==> images/wires.png <==
Scale: 10 px per µm. Two of the layers only.
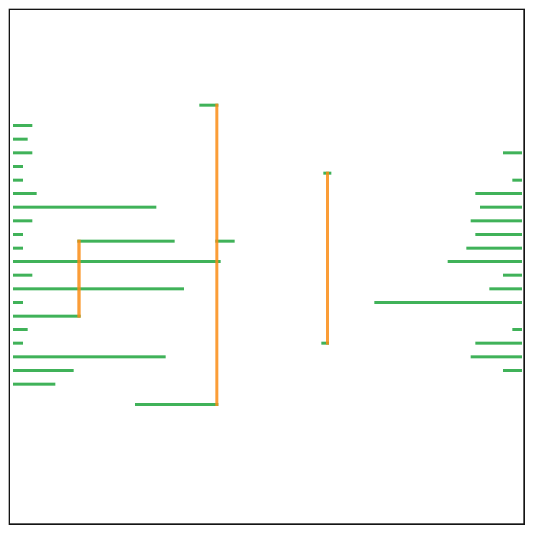
==> images/flops_by_reg.png <==
Scale: 10 px per µm. Other sequential cells in the stronger grey, the rest of the logic in the fainter grey.
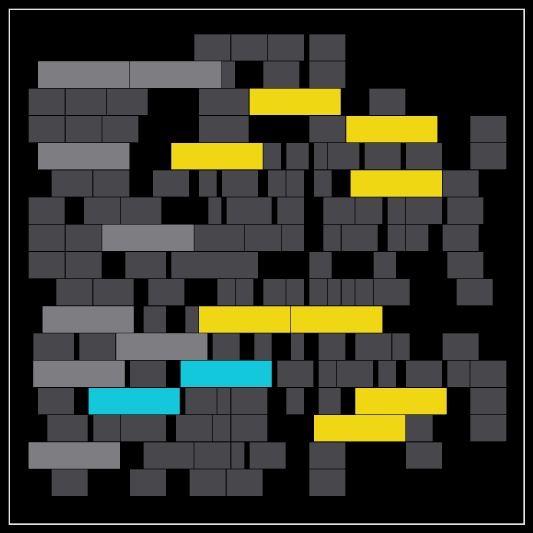
==> images/layer_met3.png <==
Scale: 8 px per µm.
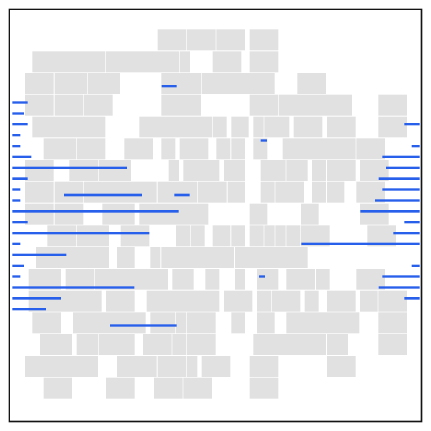
==> images/layer_met1.png <==
Scale: 12 px per µm. Supply wires on this layer in grey.
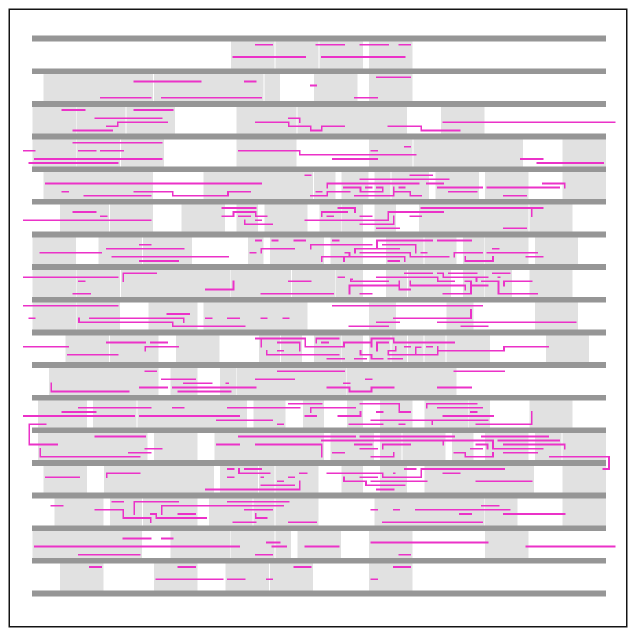
[src/rtl/instr_fetch_unit_if.sv]
// Instruction-memory fetch bus: request/address from the fetch unit, ack/data back from memory.
interface instr_fetch_unit_if #(
    parameter int PC_W    = 8,
    parameter int INSTR_W = 8
);
    logic               imem_req;
    logic [PC_W-1:0]    imem_addr;
    logic               imem_ack;
    logic [INSTR_W-1:0] imem_data;

    modport master (
        output imem_req,
        output imem_addr,
        input  imem_ack,
        input  imem_data
    );

    modport slave (
        input  imem_req,
        input  imem_addr,
        output imem_ack,
        output imem_data
    );
endinterface

[src/rtl/instr_fetch_unit.sv]
// NanoRisc fetch/issue stage: PC, instruction register and FETCH/ISSUE/HALT sequencing.
// Optional fetch watchdog enabled by defining FETCH_TIMEOUT_EN.
module instr_fetch_unit #(
    parameter int              PC_W     = 8,
    parameter int              INSTR_W  = 8,
    parameter logic [PC_W-1:0] RESET_PC = '0,
    parameter int              TIMEOUT  = 15
) (
    input  logic                clock,
    input  logic                reset,
    instr_fetch_unit_if.master  imem,
    output logic [2:0]          opcode,
    output logic [INSTR_W-4:0]  operand,
    output logic                instr_valid,
    input  logic                exec_done,
    input  logic                pc_write,
    input  logic                is_branch,
    input  logic                branch_taken,
    input  logic [PC_W-1:0]     branch_target,
    output logic [PC_W-1:0]     pc,
    output logic                halted,
    output logic                fetch_error
);

    typedef enum logic [1:0] {
        FETCH = 2'd0,
        ISSUE = 2'd1,
        HALT  = 2'd2
    } state_t;

    state_t             state_reg, state_next;
    logic [PC_W-1:0]    pc_reg, pc_next;
    logic [INSTR_W-1:0] ir_reg, ir_next;

    if (TIMEOUT < 1) begin : g_timeout_check
        $error("instr_fetch_unit: TIMEOUT must be at least 1");
    end

`ifdef FETCH_TIMEOUT_EN
    localparam int              CNT_W    = $clog2(TIMEOUT + 1);
    localparam logic [CNT_W-1:0] CNT_LAST = CNT_W'(TIMEOUT - 1);

    logic [CNT_W-1:0] wait_cnt_reg, wait_cnt_next;
    logic             error_reg, error_next;
`endif

    always_ff @(posedge clock or posedge reset) begin
        if (reset) begin
            state_reg    <= FETCH;
            pc_reg       <= RESET_PC;
            ir_reg       <= '0;
`ifdef FETCH_TIMEOUT_EN
            wait_cnt_reg <= '0;
            error_reg    <= 1'b0;
`endif
        end else begin
            state_reg    <= state_next;
            pc_reg       <= pc_next;
            ir_reg       <= ir_next;
`ifdef FETCH_TIMEOUT_EN
            wait_cnt_reg <= wait_cnt_next;
            error_reg    <= error_next;
`endif
        end
    end

    always_comb begin
        state_next    = state_reg;
        pc_next       = pc_reg;
        ir_next       = ir_reg;
`ifdef FETCH_TIMEOUT_EN
        wait_cnt_next = wait_cnt_reg;
        error_next    = error_reg;
`endif
        case (state_reg)
            FETCH: begin
                // An ack on the final allowed cycle takes priority over the timeout.
                if (imem.imem_ack) begin
                    ir_next    = imem.imem_data;
                    state_next = ISSUE;
                end
`ifdef FETCH_TIMEOUT_EN
                else if (wait_cnt_reg == CNT_LAST) begin
                    error_next = 1'b1;
                    state_next = HALT;
                end else begin
                    wait_cnt_next = wait_cnt_reg + 1'b1;
                end
`endif
            end
            ISSUE: begin
                if (exec_done) begin
                    if (!pc_write) begin
                        state_next = HALT;
                    end else begin
                        state_next = FETCH;
                        if (is_branch && branch_taken) begin
                            pc_next = branch_target;
                        end else begin
                            pc_next = pc_reg + 1'b1;
                        end
`ifdef FETCH_TIMEOUT_EN
                        wait_cnt_next = '0;
`endif
                    end
                end
            end
            HALT: begin
                state_next = HALT;
            end
            default: begin
                state_next = HALT;
            end
        endcase
    end

    // The state register sits at FETCH during reset, so the request is masked explicitly.
    assign imem.imem_req  = (state_reg == FETCH) && !reset;
    assign imem.imem_addr = pc_reg;
    assign instr_valid    = (state_reg == ISSUE);
    assign halted         = (state_reg == HALT);
    assign pc             = pc_reg;
    assign opcode         = ir_reg[INSTR_W-1 -: 3];
    assign operand        = ir_reg[INSTR_W-4:0];

`ifdef FETCH_TIMEOUT_EN
    assign fetch_error = error_reg;
`else
    assign fetch_error = 1'b0;
`endif

endmodule

[src/flat_wrapper.sv]
// flat-port wrapper written by rule: the top's interface ports become plain ports
module instr_fetch_unit_flat 
#(
    parameter int              PC_W     = 8,
    parameter int              INSTR_W  = 8,
    parameter logic [PC_W-1:0] RESET_PC = '0,
    parameter int              TIMEOUT  = 15
)
  (clock, reset, opcode, operand, instr_valid, exec_done, pc_write, is_branch, branch_taken, branch_target, pc, halted, fetch_error, imem_imem_req, imem_imem_addr, imem_imem_ack, imem_imem_data);
  instr_fetch_unit_if #(.PC_W(PC_W), .INSTR_W(INSTR_W)) imem_i ();
  input  logic clock;
  input  logic reset;
  output logic [2:0] opcode;
  output logic [INSTR_W-4:0] operand;
  output logic instr_valid;
  input  logic exec_done;
  input  logic pc_write;
  input  logic is_branch;
  input  logic branch_taken;
  input  logic [PC_W-1:0] branch_target;
  output logic [PC_W-1:0] pc;
  output logic halted;
  output logic fetch_error;
  output wire logic [$bits(imem_i.imem_req)-1:0] imem_imem_req;
  output wire logic [$bits(imem_i.imem_addr)-1:0] imem_imem_addr;
  input wire logic [$bits(imem_i.imem_ack)-1:0] imem_imem_ack;
  input wire logic [$bits(imem_i.imem_data)-1:0] imem_imem_data;
  assign imem_imem_req = imem_i.imem_req;
  assign imem_imem_addr = imem_i.imem_addr;
  assign imem_i.imem_ack = imem_imem_ack;
  assign imem_i.imem_data = imem_imem_data;
  instr_fetch_unit #(.PC_W(PC_W), .INSTR_W(INSTR_W), .RESET_PC(RESET_PC), .TIMEOUT(TIMEOUT)) u_core (.clock(clock), .reset(reset), .imem(imem_i), .opcode(opcode), .operand(operand), .instr_valid(instr_valid), .exec_done(exec_done), .pc_write(pc_write), .is_branch(is_branch), .branch_taken(branch_taken), .branch_target(branch_target), .pc(pc), .halted(halted), .fetch_error(fetch_error));
endmodule
[config.mk]
export PLATFORM = sky130hd
export DESIGN_NAME = instr_fetch_unit_flat
export DESIGN_NICKNAME = d
export VERILOG_FILES = /design/src/rtl/instr_fetch_unit_if.sv /design/src/rtl/instr_fetch_unit.sv /design/src/flat_wrapper.sv
export SDC_FILE = /design/constraint.sdc
export NUM_CORES = 1
export LEC_CHECK = 0
export CAP_MARGIN = 30
export CORE_MARGIN = 1.5
export CORE_UTILIZATION = 44
export CTS_BUF_LIST = sky130_fd_sc_hd__clkbuf_8
export CTS_CLUSTER_DIAMETER = 60
export DETAILED_ROUTE_END_ITERATION = 16
export PLACE_DENSITY = 0.84
export SKIP_CTS_REPAIR_TIMING = 1
export SLEW_MARGIN = 20
export SYNTH_ARGS = -nofsm -noshare
export SYNTH_HDL_FRONTEND = slang
export SYNTH_SLANG_ARGS = --single-unit
[constraint.sdc]
create_clock -name clock -period 4.2 [get_ports clock]
set_clock_uncertainty 0.05 [all_clocks]
set_input_delay 0.42 -clock clock [delete_from_list [all_inputs] [get_ports clock]]
set_output_delay 0.42 -clock clock [all_outputs]
set_load 0.05 [all_outputs]
==> GITHUB_STEP_SUMMARY <==
## Implementation flow summary

| Metric | Value |
|---|---|
| Result of the run | finished clean |
| Part of the power in registers | 28.4% |
| Non-clock buffers | 49 |
| Synthesized-area fraction occupied by and/or/nand/nor cells | 17.9% |
| Pin count of the biggest net entering global routing | 19 |
| Buffer levels on the longest clock path | 2 |
| Leakage power | 0.647 nW |
| Number of antenna violations at the first check in global routing | 0 |
| Gate count after technology mapping | 97 |
| Switching part of the total power | 48.6% |
| Number of standard-cell rows in the floorplan | 17 |
| Setup crit start kind | flop |
| Yosys xor share | 0% |
| Net count after synthesis | 121 |
| Design Area, Final | 1530 µm² |
| Top-area cell share | 43.8% |
| Max-area cell class | buffers |
| Achievable frequency | 436 MHz |
| CTS HTree Levels | 1 |
| Tap cells | 28 |
| Max-slew violation count | 0 |
| Clk network pwr share | 13.5% |
| Overall die height | 51.3 µm |
| Count of flip-flops with a built-in enable after synthesis | 0 |
| Metal3 WL | 181 µm |
| Kind of critical path | flop to output port |
| Flip-flop and latch count after synthesis | 18 |
| CTS Root Buffer Type | clkbuf_8 |
| Area leader, netlist | dfrtp_1 |
| Via count of the first global-routing pass | 875 |
| Ys Warns | 0 |
| Top power consumer group | combinational logic |
| Area figure in the yosys stat output | 1030 µm² |
| P_int | 547 µW |
| Multi-input gate share of total cell area | 31.5% |
| TritonCTS clock tree | built |
| Endpoints failing setup | 0 |
| Largest fanout on the critical path | 7 |
| Peak VDD IR | 508 µV |
| Proportion of layout cells with a drive suffix above 1 | 10.9% |
| Clk_buf instances | 4 |
| Final core utilization | 69.0% |
| Flip-flop and latch power | 302 µW |
| Nonclk inv count | 4 |
| Time the final worst path needs with I/O delays and setup | 2.29 ns |
| Sequential area share after synthesis | 43.8% |
| Hold WC Path Type | flop to flop |
| Clock sink count | 18 |
| Count of warning messages emitted by the tools | 26 |
| Die boundary width | 51.3 µm |
| Power per unit of standard cell area | 697 nW/µm² |
| Worst reg-to-reg path cell count | 2 |
| Wire length on met2 | 1030 µm |
| Min-Delay Startpoint | u_core.ir_reg[4] |
| Flip-flops | 18 |
| Synth top cell by count | dfrtp_1 |
| Antenna-violating nets left | 0 |
| Global-route wire length before repair | 3770 µm |
| DRC violations left | 0 |
| Number of DRC markers in iteration 0 | 7 |
| Adder Area Share | 1.22% |
| Main combinational cell family by area after synthesis | simple AND/OR/NAND/NOR gates |
| Most frequent cells after synthesis | dfrtp_1, buf_4, mux2_2 |
| Setup TNS after final layout | 0 ns |
| Flop-to-flop setup slack | 2.56 ns |
| Clock latency at the later pin of the worst-skew pair | 0.26 ns |
| Post-layout nets | 163 |
| Final Hold Fails | 0 |
| Asr flop ratio synth | 100% |
| Global route hottest layer | met2 |
| Post-layout period usage | 54.6% |
| Mux frac, synth | 14.6% |
| Compound-gate portion of the synthesized area | 12.7% |
| Num CTS Buffers | 3 |
| Fraction of cell area in non-clock buffers | 32.1% |
| Routability congestion estimate from global placement | 0.832 |
| Flop share of the area | 29.5% |
| Combinational power share | 58.1% |
| Mean instance size in the synthesized netlist | 10.6 µm² |
| Most frequent cells in the layout | clkdlybuf4s50_1, dfrtp_1, mux2_2 |
| Main flop type | dfrtp_1 |
| Worst Hold Path Cells | 1 |
| Synth cell types | 27 |
| Highest routed layer | met4 |
| WP data required | 3.73 ns |
| Most frequent standard cell in the layout excluding fill and tap cells | clkdlybuf4s50_1 |
| Ant diodes | 0 |
| Finished Layout Cells | 166 |
| Power consumed by combinational cells | 618 µW |
| Total congestion overflow after global routing | 0 |
| #MultiIn Comb | 63 |
| FF/Latch Area | 450 µm² |
| Fill cell instance count of the final layout | 172 |
| Sort of element at the end of the critical path | output port |
| Arrival time at the worst endpoint | 1.82 ns |
| Average via count per standard cell | 5.33 |
| Switching power | 518 µW |
| First drt pass iteration count | 4 |
| Placed inst area | 1470 µm² |
| Number of max-cap violations | 0 |
| Area growth from synthesis to layout | 48.4% |
| Startpoint of the worst register-to-register path | u_core.state_reg[0] |
| Max transition margin | 54.7% |
| Cells in synth_stat.txt | 97 |
| Wire length the detailed router placed on met1 | 1020 µm |
| Std-Cell Core Area | 2210 µm² |
| Pre-CTS WS | 1.93 ns |
| Met1 layer usage reported by global route | 24.2% |
| Init Core Util | 46.5% |
| Final-layout clock-cell area share | 3.61% |
| Post-Synthesis Cell Area | 1030 µm² |
| Largest cells by area after synthesis | dfrtp_1, mux2_2, buf_4, mux2i_1, and3_1 |
| Number of cells in the design after placement | 162 |
| Hold EP | u_core.ir_reg[4] |
| Worst Max-Slew Pin Slew | 0.679 ns |
| I/O pins | 51 |
| HPWL after detailed placement | 1670 µm |
| Final worst hold slack | 0.460 ns |
| Clock transition at the registers of the reported paths | 0.07 ns |
| Multi-input logic area | 480 µm² |
| Area of the chip | 2640 µm² |
| Final WS setup | 1.91 ns |
| Overall power after layout | 1.06 mW |
| Met2 global-route usage | 29.9% |
| Clock-net power | 144 µW |
| FF-to-FF End | u_core.ir_reg[7] |
| RSZ-0062 raised after global routing | false |
| Input/output buffers | 49 |
Notes on wires.png above:
- metal 3: green (wire length 181 µm)
- metal 4: orange (wire length 54.4 µm)
final wirelength: 2290 µm
combined global-route utilization of all metal layers: 19.3%
Routed wire per std cell: 13.8 µm
vias: 885

Notes on flops_by_reg.png above:
- u_core.state_reg: cyan (flops 2)
- u_core.imem.imem_addr: yellow (flops 8)

Notes on layer_met3.png above:
- share of all routed wire: 7.9%
- longest straight run: 20.5 µm
- wire length on this layer: 181 µm
- nets with wire on the layer: 37
met3 track demand over resource: 6.43%

Notes on layer_met1.png above:
- share of all routed wire: 45%
- longest straight run: 17.9 µm
- wire length on this layer: 1020 µm
- main direction: horizontal

-- how the worst max path moves through the flow --
| stage | startpoint | endpoint | slack, ns | cells past startpoint |
|---|---|---|---|---|
| after floorplan | u_core.state_reg[0] | imem_imem_req | 2.17 | 1 |
| after global placement | reset | imem_imem_req | 1.94 | 3 |
| after detailed placement | reset | imem_imem_req | 1.93 | 3 |
| after CTS | u_core.state_reg[0] | instr_valid | 1.90 | 2 |
| after global routing | u_core.state_reg[0] | instr_valid | 1.83 | 2 |
| final | u_core.state_reg[0] | instr_valid | 1.91 | 2 |
-- worst max-delay path: stages (launching register included) --
cell             delay, ns
dfrtp_1               0.50
nor2b_1               0.22
clkdlybuf4s50_1       0.84
Power figures rest on the tool's default switching activity, not on a simulated workload.
